`src/rtl/fifo_write_arbiter_if.sv`:
```
// Write-side bundle between NUM_REQUESTERS producers, the arbiter and one FIFO write port.
// master = arbiter, slave = producers plus the FIFO.
interface fifo_write_arbiter_if #(
  parameter int DATA_WIDTH     = 8,
  parameter int NUM_REQUESTERS = 4
) ();
  logic [NUM_REQUESTERS-1:0]            req_valid;
  logic [NUM_REQUESTERS-1:0]            req_last;
  logic [NUM_REQUESTERS*DATA_WIDTH-1:0] req_data;
  logic [NUM_REQUESTERS-1:0]            req_ready;
  logic                                 fifo_full;
  logic [DATA_WIDTH-1:0]                fifo_data_in;
  logic                                 fifo_write_enable;
  logic [NUM_REQUESTERS-1:0]            grant;
  logic [7:0]                           burst_count;

  modport master (
    input  req_valid, req_last, req_data, fifo_full,
    output req_ready, fifo_data_in, fifo_write_enable, grant, burst_count
  );

  modport slave (
    output req_valid, req_last, req_data, fifo_full,
    input  req_ready, fifo_data_in, fifo_write_enable, grant, burst_count
  );
endinterface

```
`src/rtl/fifo_write_arbiter.sv`:
```
// Round-robin arbiter sharing one FIFO write port among NUM_REQUESTERS valid/ready producers,
// with bounded bursts and a same-cycle stall on fifo_full.
module fifo_write_arbiter_lane #(
  parameter int DATA_WIDTH = 8
) (
  input  logic                  owner,
  input  logic                  full,
  input  logic                  valid,
  input  logic                  last,
  input  logic [DATA_WIDTH-1:0] data,
  output logic                  ready,
  output logic                  take,
  output logic                  own_valid,
  output logic                  own_last,
  output logic [DATA_WIDTH-1:0] data_m
);
  assign ready     = owner & ~full;
  assign take      = valid & ready;
  assign own_valid = owner & valid;
  assign own_last  = owner & last;
  assign data_m    = owner ? data : '0;
endmodule

module fifo_write_arbiter #(
  parameter int DATA_WIDTH     = 8,
  parameter int NUM_REQUESTERS = 4,
  parameter int MAX_BURST      = 4
) (
  input  logic                 clock,
  input  logic                 reset,
  fifo_write_arbiter_if.master bus
);
  localparam int         N  = NUM_REQUESTERS;
  localparam int         IW = $clog2(N);
  localparam logic [7:0] MB = 8'(MAX_BURST);

  typedef enum logic {IDLE, BURST} state_t;
  state_t state_q, state_d;

  logic          armed_q;
  logic [N-1:0]  grant_q;
  logic [IW-1:0] last_q;
  logic [7:0]    bc_q;

  logic [N-1:0]                 owner, ready, take, own_v, own_l, win_oh;
  logic [N-1:0][DATA_WIDTH-1:0] data_m;
  logic [DATA_WIDTH-1:0]        data_or;
  logic [IW-1:0]                winner, cand;
  logic found, in_burst, accept, owner_valid, owner_last, burst_done, release_g, arb_start;

  assign in_burst = (state_q == BURST);
  assign owner    = in_burst ? grant_q : '0;

  for (genvar i = 0; i < N; i++) begin : g_lane
    fifo_write_arbiter_lane #(.DATA_WIDTH(DATA_WIDTH)) u_lane (
      .owner     (owner[i]),
      .full      (bus.fifo_full),
      .valid     (bus.req_valid[i]),
      .last      (bus.req_last[i]),
      .data      (bus.req_data[i*DATA_WIDTH +: DATA_WIDTH]),
      .ready     (ready[i]),
      .take      (take[i]),
      .own_valid (own_v[i]),
      .own_last  (own_l[i]),
      .data_m    (data_m[i])
    );
  end

  assign accept      = |take;
  assign owner_valid = |own_v;
  assign owner_last  = |own_l;
  assign burst_done  = accept && (owner_last || (bc_q + 8'd1 == MB));
  // A full FIFO freezes the burst; only an idle owner with room available gives up the port.
  assign release_g   = in_burst && (burst_done || (!bus.fifo_full && !owner_valid));
  // armed_q keeps the first edge after reset release in IDLE without arbitrating.
  assign arb_start   = (state_q == IDLE) && armed_q && (|bus.req_valid);

  always_comb begin
    winner = last_q;
    cand   = last_q;
    found  = 1'b0;
    win_oh = '0;
    for (int k = 0; k < N; k++) begin
      cand = (cand == IW'(N-1)) ? '0 : cand + IW'(1);
      if (!found && bus.req_valid[cand]) begin
        winner = cand;
        found  = 1'b1;
      end
    end
    win_oh[winner] = 1'b1;
  end

  always_comb begin
    data_or = '0;
    for (int i = 0; i < N; i++) data_or |= data_m[i];
  end

  always_ff @(posedge clock or negedge reset) begin
    if (!reset) state_q <= IDLE;
    else        state_q <= state_d;
  end

  always_comb begin
    state_d = state_q;
    case (state_q)
      IDLE:    if (arb_start) state_d = BURST;
      BURST:   if (release_g) state_d = IDLE;
      default: state_d = IDLE;
    endcase
  end

  always_ff @(posedge clock or negedge reset) begin
    if (!reset) begin
      armed_q <= 1'b0;
      grant_q <= '0;
      last_q  <= IW'(N-1);
      bc_q    <= '0;
    end else begin
      armed_q <= 1'b1;
      if (arb_start) begin
        grant_q <= win_oh;
        last_q  <= winner;
        bc_q    <= '0;
      end else if (in_burst) begin
        if (accept)    bc_q    <= bc_q + 8'd1;
        if (release_g) grant_q <= '0;
      end
    end
  end

  always_comb begin
    bus.req_ready         = ready;
    bus.fifo_write_enable = accept;
    bus.fifo_data_in      = data_or;
    bus.grant             = grant_q;
    bus.burst_count       = bc_q;
  end
endmodule

```
`src/flat_wrapper.sv`:
```
// flat-port wrapper written by rule: the top's interface ports become plain ports
module fifo_write_arbiter_flat 
#(
  parameter int DATA_WIDTH     = 8,
  parameter int NUM_REQUESTERS = 4,
  parameter int MAX_BURST      = 4
)
  (clock, reset, bus_req_valid, bus_req_last, bus_req_data, bus_fifo_full, bus_req_ready, bus_fifo_data_in, bus_fifo_write_enable, bus_grant, bus_burst_count);
  fifo_write_arbiter_if #(.DATA_WIDTH(DATA_WIDTH), .NUM_REQUESTERS(NUM_REQUESTERS)) bus_i ();
  input  logic clock;
  input  logic reset;
  input wire logic [$bits(bus_i.req_valid)-1:0] bus_req_valid;
  input wire logic [$bits(bus_i.req_last)-1:0] bus_req_last;
  input wire logic [$bits(bus_i.req_data)-1:0] bus_req_data;
  input wire logic [$bits(bus_i.fifo_full)-1:0] bus_fifo_full;
  output wire logic [$bits(bus_i.req_ready)-1:0] bus_req_ready;
  output wire logic [$bits(bus_i.fifo_data_in)-1:0] bus_fifo_data_in;
  output wire logic [$bits(bus_i.fifo_write_enable)-1:0] bus_fifo_write_enable;
  output wire logic [$bits(bus_i.grant)-1:0] bus_grant;
  output wire logic [$bits(bus_i.burst_count)-1:0] bus_burst_count;
  assign bus_i.req_valid = bus_req_valid;
  assign bus_i.req_last = bus_req_last;
  assign bus_i.req_data = bus_req_data;
  assign bus_i.fifo_full = bus_fifo_full;
  assign bus_req_ready = bus_i.req_ready;
  assign bus_fifo_data_in = bus_i.fifo_data_in;
  assign bus_fifo_write_enable = bus_i.fifo_write_enable;
  assign bus_grant = bus_i.grant;
  assign bus_burst_count = bus_i.burst_count;
  fifo_write_arbiter #(.DATA_WIDTH(DATA_WIDTH), .NUM_REQUESTERS(NUM_REQUESTERS), .MAX_BURST(MAX_BURST)) u_core (.clock(clock), .reset(reset), .bus(bus_i));
endmodule
```
`config.mk`:
```
export PLATFORM = sky130hd
export DESIGN_NAME = fifo_write_arbiter_flat
export DESIGN_NICKNAME = d
export VERILOG_FILES = /design/src/rtl/fifo_write_arbiter_if.sv /design/src/rtl/fifo_write_arbiter.sv /design/src/flat_wrapper.sv
export SDC_FILE = /design/constraint.sdc
export NUM_CORES = 1
export LEC_CHECK = 0
export CAP_MARGIN = 15
export CELL_PAD_IN_SITES_DETAIL_PLACEMENT = 1
export CELL_PAD_IN_SITES_GLOBAL_PLACEMENT = 1
export CORE_MARGIN = 4
export CORE_UTILIZATION = 32
export CTS_BUF_LIST = sky130_fd_sc_hd__clkbuf_8 sky130_fd_sc_hd__clkbuf_16
export DETAILED_ROUTE_END_ITERATION = 10
export PLACE_DENSITY = 0.86
export REMOVE_ABC_BUFFERS = 1
export SYNTH_ARGS = -nofsm -noshare
export SYNTH_HDL_FRONTEND = slang
export SYNTH_SLANG_ARGS = --single-unit
```
`constraint.sdc`:
```
create_clock -name clock -period 4.35 [get_ports clock]
set_clock_uncertainty 0.1 [all_clocks]
set_input_delay 1.0875 -clock clock [delete_from_list [all_inputs] [get_ports clock]]
set_output_delay 1.0875 -clock clock [all_outputs]
set_load 0.05 [all_outputs]
```
**Wires at chosen ports, followed through buffers**

The bar under the picture is 20 um long.
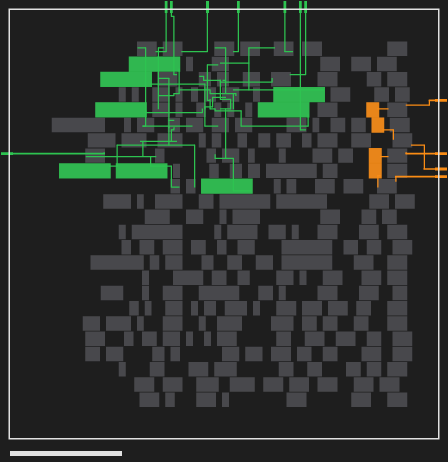
bus_req_ready -> orange  # bits 4, direction output, end cells 4, buffers 4, wire 37.5 um
bus_burst_count -> green  # bits 8, direction output, end cells 8, buffers 8, wire 394 um
PortBufs: 67
I/O Pins: 68

==> results_slide.txt <==
Physical Implementation Snapshot

Place
  – Area of placed instances: approximately 2100 um2
  – Gpl congestion: around 0.83

GRT
  – GR met2 Demand/Resource: 25.83%
  – Vias in the first global route: between 1500 and 2000
  – First-pass GRT wire length: 8004 um
  – Grt met1 use: 23.33%
  – GR met3 Demand/Resource: under 10%

Job
  – Tool Warnings: 26

Worst setup path
  – Crit path DAT: 2.91 ns
  – CP max FO: 8
  – Worst Setup End Kind: output pin
  – CP Class: primary input to output pin

Timing
  – Max-Slew Margin vs Limit: 50.75%
  – FMAX: 0.2441 GHz
  – RSZ-0062 raised after global routing: false
  – Tcrit/Tclk final: 94.19%
  – WHS: between 0.3 and 0.4 ns

Detailed routing
  – Post-Route WL: between 4000 and 5000 um
  – Overall via count from detail_route: 1575

Synth
  – Area leader share: 23.49%
  – Post-synth EDFFs: 0
  – Mapped Area: 1491 um2
  – Synthesis area per yosys: 1491 um2
  – Commonest flop: dfrtp_1

Finish
  – Finished Layout Cells: 282
  – Final design utilization: 49.35%
  – Final Cell Area: 2193 um2
  – Ant. Diodes: 0

Run status
  – Status: finished, final reports clean

Power and ir drop
  – PwrDens: 551.7 nW/um2
  – Peak VDD IR: roughly 330 uV

Clock tree
  – CTS sink cnt: 16
  – Hold buffer count at cts: 0

Floorplan
  – Row Count: 24
  – Die ar.: 5817 um2
**Where the registers sit**

The bar under the picture is 20 um long. Other sequential cells in the stronger gray, the rest of the logic in the fainter gray.
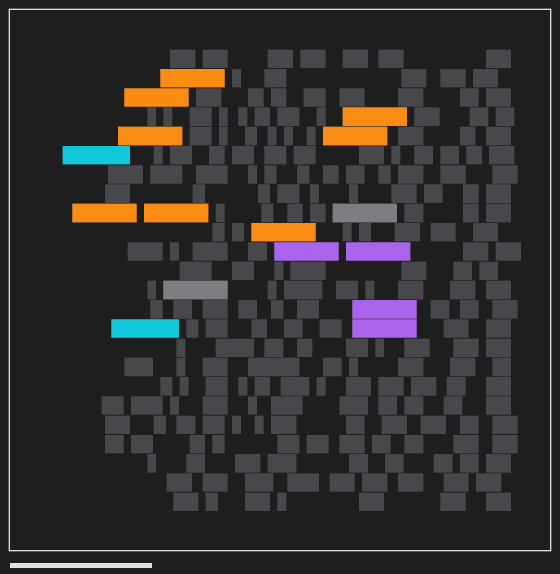
u_core.last_q -> cyan  # flops 2
u_core.bus.grant -> purple  # flops 4
u_core.bus.burst_count -> orange  # flops 8

-- cell usage after synthesis (4+ instances only) --
| library cell | n |
|---|---|
| a21boi_0 | 8 |
| a22oi_1 | 16 |
| and2_1 | 4 |
| buf_4 | 5 |
| clkbuf_1 | 5 |
| dfrtp_1 | 14 |
| inv_1 | 4 |
| mux2i_1 | 4 |
| nand2_1 | 18 |
| nand3_1 | 6 |
| nand3b_1 | 4 |
| nor2_1 | 12 |
| o21ai_0 | 6 |
| o221ai_1 | 4 |
| xor2_1 | 6 |
-- cells in the final DEF, fill, tap and decap left out, types with 6 or more instances in the layout --
| cell | synthesis | routed |
|---|---|---|
| clkdlybuf4s50_1 | 0 | 66 |
| nand2_1 | 18 | 18 |
| a22oi_1 | 16 | 16 |
| dfrtp_1 | 14 | 14 |
| nor2_1 | 12 | 12 |
| a21boi_0 | 8 | 8 |
| xor2_1 | 6 | 6 |
| nand3_1 | 6 | 6 |
| o21ai_0 | 6 | 6 |
-- how the worst min path moves through the flow --
stage          cells past startpoint               end              from  slack, ns
3_3_place_gp                       2  u_core.last_q[1]  u_core.last_q[1]       0.37
6_report                           2  u_core.last_q[1]  u_core.last_q[1]       0.39
3_5_place_dp                       2  u_core.last_q[1]  u_core.last_q[1]       0.38
5_1_grt                            2  u_core.last_q[1]  u_core.last_q[1]       0.43
2_1_floorplan                      2  u_core.last_q[1]  u_core.last_q[1]       0.35
4_1_cts                            2  u_core.last_q[1]  u_core.last_q[1]       0.39
-- worst max-delay path, stage by stage --
cell,delay (ns)
clkdlybuf4s50_1,0.53
a22o_1,0.25
a221oi_1,0.34
nand2b_1,0.31
inv_1,0.17
buf_4,0.23
-- layout make-up --
type / count / area (um2) / area share, %
Multi-Input combinational cell: 138 / 979.7 / 44.67
Clock buffer: 4 / 55.05 / 2.510
Sequential cell: 16 / 402.9 / 18.37
Tap cell: 52 / 65.06 / 2.966
Timing Repair Buffer: 68 / 675.6 / 30.80
Inverter: 4 / 15.01 / 0.6845
-- logic make-up after synthesis --
| family | Yosys count | share of synthesized area (%) |
|---|---|---|
| XOR/XNOR | 9 | 5.286 |
| other | 1 | 0.2514 |
| AND-OR/OR-AND | 55 | 29.70 |
| multiplexers | 6 | 4.446 |
| adder cells (fa/ha/maj) | 3 | 2.517 |
| flip-flops | 16 | 27.01 |
| buffers and inverters | 19 | 7.298 |
| AND/OR/NAND/NOR | 64 | 23.49 |
-- flip-flops by register name, summed over array words and instances (netlist names) --
register / count
u_core.armed_q: 1
u_core.in_burst: 1
u_core.last_q: 2
u_core.bus.burst_count: 8
u_core.bus.grant: 4
-- layer usage --
metal,vias up,share of wire (%),routed length [um]
met5,-,0,0
met4,0,0.57,27
met3,2,5.4,258
met2,59,44,2071
met1,757,50,2380
li1,757,-,-
-- per-stage QoR --
stage	setup slack (ns)	total power, mW
after global placement	0.3505	1.066
after CTS	0.2612	1.218
after global routing	0.1247	1.299
final	0.2526	1.210
after detailed placement	0.2686	1.081
after floorplan	0.8246	0.8229
-- where the power goes --
part	switching, mW	internal (mW)	leakage (nW)
clock network	0.0488	0.0802	0.0288
registers	0.101	0.188	0.209
logic	0.466	0.326	0.627
total	0.615	0.595	0.865
Power and IR drop assume default switching activity.
